Design rx_uart, sky130hd; sources not shown.
Met3 routing:
Drawn at 4 px/um. Cells faint in the background.
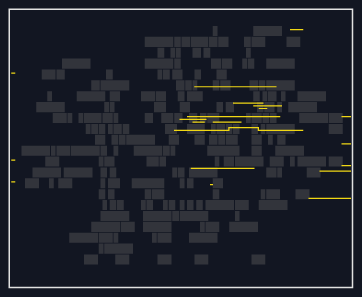
- wire length on this layer: 154 um
- nets with wire on the layer: 18
- share of all routed wire: 4.7%
- main direction: horizontal
- longest straight run: 23.0 um
Total Routed Length: 3273 um
vias post-DR: 1305
met3 GRT Util: 4.405%

Signal metal coverage by tile:
Drawn at 4 px/um. 17 x 14 tiles, from dark purple (low) to yellow (high), scaled to the fullest tile. Values are wire area over tile area, all layers added.
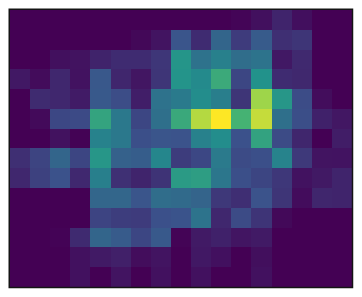
- fullest tile: 0.53
- mean over tiles: 0.087
- tiles over half the peak: 6.7%
- densest ninth of the die: middle
- nearly empty tiles: 32%
GR Util All Layers: 11.85%
average wire length per cell after detail routing: 12.49 um

==> summary.txt <==
Flow results.

- The area of the core region is 5065 um^2.
- Max fanout on the critical path was recorded as 11.
- For reference, the final report shows the hold violation count at 0.
- For reference, the post-synthesis area per instance comes to 8.427 um^2.
- The vertical die dimension reported for this design is 69.17 um.
- The count of flip-flops with a built-in enable after synthesis is 0.
- The post-CTS hold buffer count recorded in the log is 0.
- At the end of routability-driven placement, the weighted congestion stood at 0.7193.
- The total negative slack for setup checks is 0 ns.
- Compared with the post-synthesis result, the final layout area differs by 15.00%.
- The share of the cycle needed by the critical path after routing is 59.95%.
- The footprint of the flip-flops and latches is 680.7 um^2.
- The standard cell with the maximum stage delay on the critical path is clkdlybuf4s50_1.
- The yosys stat chip area is 1593 um^2.
- The run finished with clean final reports.
- The post-CTS setup-driven buffer insertion count is 0.
- The number of cells on the worst reg-to-reg path is 4.
- The longest individual stage delay on the worst path is 0.69 ns.
- The global-route wire length before repair is 5595 um.
- By area the synthesized netlist is led by dfxtp_1 43%, a21oi_1 6.3%, mux2i_1 6.3%, o21ai_0 5.0%, nor2_1 4.9%.
- The worst setup path is launched from an input port.
- Of all cell types, the one taking the most synthesized area is dfxtp_1.
- The most frequently used cell type in the post-synthesis netlist is dfxtp_1.
- The part of the Yosys area used for sequential elements is 42.73%.
- CTS built an H-tree with a depth of 2.
- The leakage component of the power was reported as 0.6058 nW.
- At the end of the flow, the number of nets in the layout was 205.
- Setup repair after global routing left no endpoint under its margin.
- The initial detailed-routing violation count is 94.
- The most critical hold endpoint after final layout shows a slack of 0.4197 ns.
- The synthesis report gives the async set-or-reset register share as 0%.
- Buffers placed on the I/O ports in this run total 15.
- The slew of the pin with the lowest slew margin is 0.7515 ns.
- The clock transition at the registers of the reported paths is 0.11 ns.
- The post-detailed-placement cell area is 1778 um^2.
- The share of layout cells above drive strength 1 is 7.000%.
- Summing over the stages, the warning tally comes to 25.
- The number of remaining DRC errors is 0.
- In the routed layout, each cell is associated on average with a via count of 4.981.
- The total power divided by cell area is 281.8 nW/um^2.
- The total CTS buffers is 5.
- The number of warnings reported in the yosys synthesis log is 0.
- The worst path arrival time is 2.85 ns.
- The cell sequence reported for the critical path is clkdlybuf4s50_1, nand4_1, nor2_1, nand3b_1, a21oi_1.
- The layout has 533 filler cells.
- The iteration count of the initial detailed-routing pass is 4.
worst max-delay path: cells and delay by family:
family | cells | cell delay (ns)
and+or+nand+nor | 3 | 1.13
buffers and inverters | 1 | 0.69
AOI/OAI and AO/OA | 1 | 0.16
cells by family after synthesis:
kind of cell / count (synthesis) / synth area share, %
AND-OR/OR-AND: 47 / 16.58
buffers and inverters: 19 / 5.184
flip-flops: 34 / 42.73
XOR/XNOR: 6 / 5.028
AND/OR/NAND/NOR: 70 / 21.92
multiplexers: 11 / 6.992
adder cells (fa/ha/maj): 2 / 1.571
power breakdown:
group          leakage, nW  switching [W]  internal, W
clock network       0.0331       0.000104    0.0000678
registers            0.275     0.00000388     0.000317
logic                0.298      0.0000130   0.00000989
stage by stage:
| stage | util [%] | cells |
|---|---|---|
| 3_3_place_gp | 35.10 | 254 |
| 5_1_grt | 36.17 | 262 |
| 3_5_place_dp | 35.10 | 254 |
| 4_1_cts | 36.17 | 262 |
| 2_1_floorplan | - | 175 |
| 6_report | 36.17 | 262 |
final cells by class:
cell class                 count  area share, %
tap                           62          4.235
sequential                    34          37.16
inverter                       5          1.025
clock buffer                   6          2.459
multi-input combinational    136          45.63
clock inverter                 2         0.4781
timing repair buffer          17          9.016
cell usage in the layout (no fill, tap or decap), drive strengths merged, types with 3 or more instances in the layout:
cell type / count
nor2: 21
clkdlybuf4s50: 15
o211ai: 3
nand3: 6
clkbuf: 6
nand3b: 4
a21oi: 20
dfxtp: 34
nor4: 3
o31ai: 3
o21ai: 16
nand2: 16
mux2i: 10
nand2b: 3
xnor2: 3
nor3: 3
inv: 5
routing by layer:
| layer | global-route usage (%) | vias to the layer above | wire (um) |
|---|---|---|---|
| met4 | 3.704 | 0 | 29 |
| li1 | - | 676 | - |
| met5 | 0 | - | 0 |
| met3 | 4.405 | 4 | 153 |
| met2 | 15.54 | 31 | 1350 |
| met1 | 17.67 | 594 | 1740 |
No activity file was given, so power comes from the tool's default toggle rates.
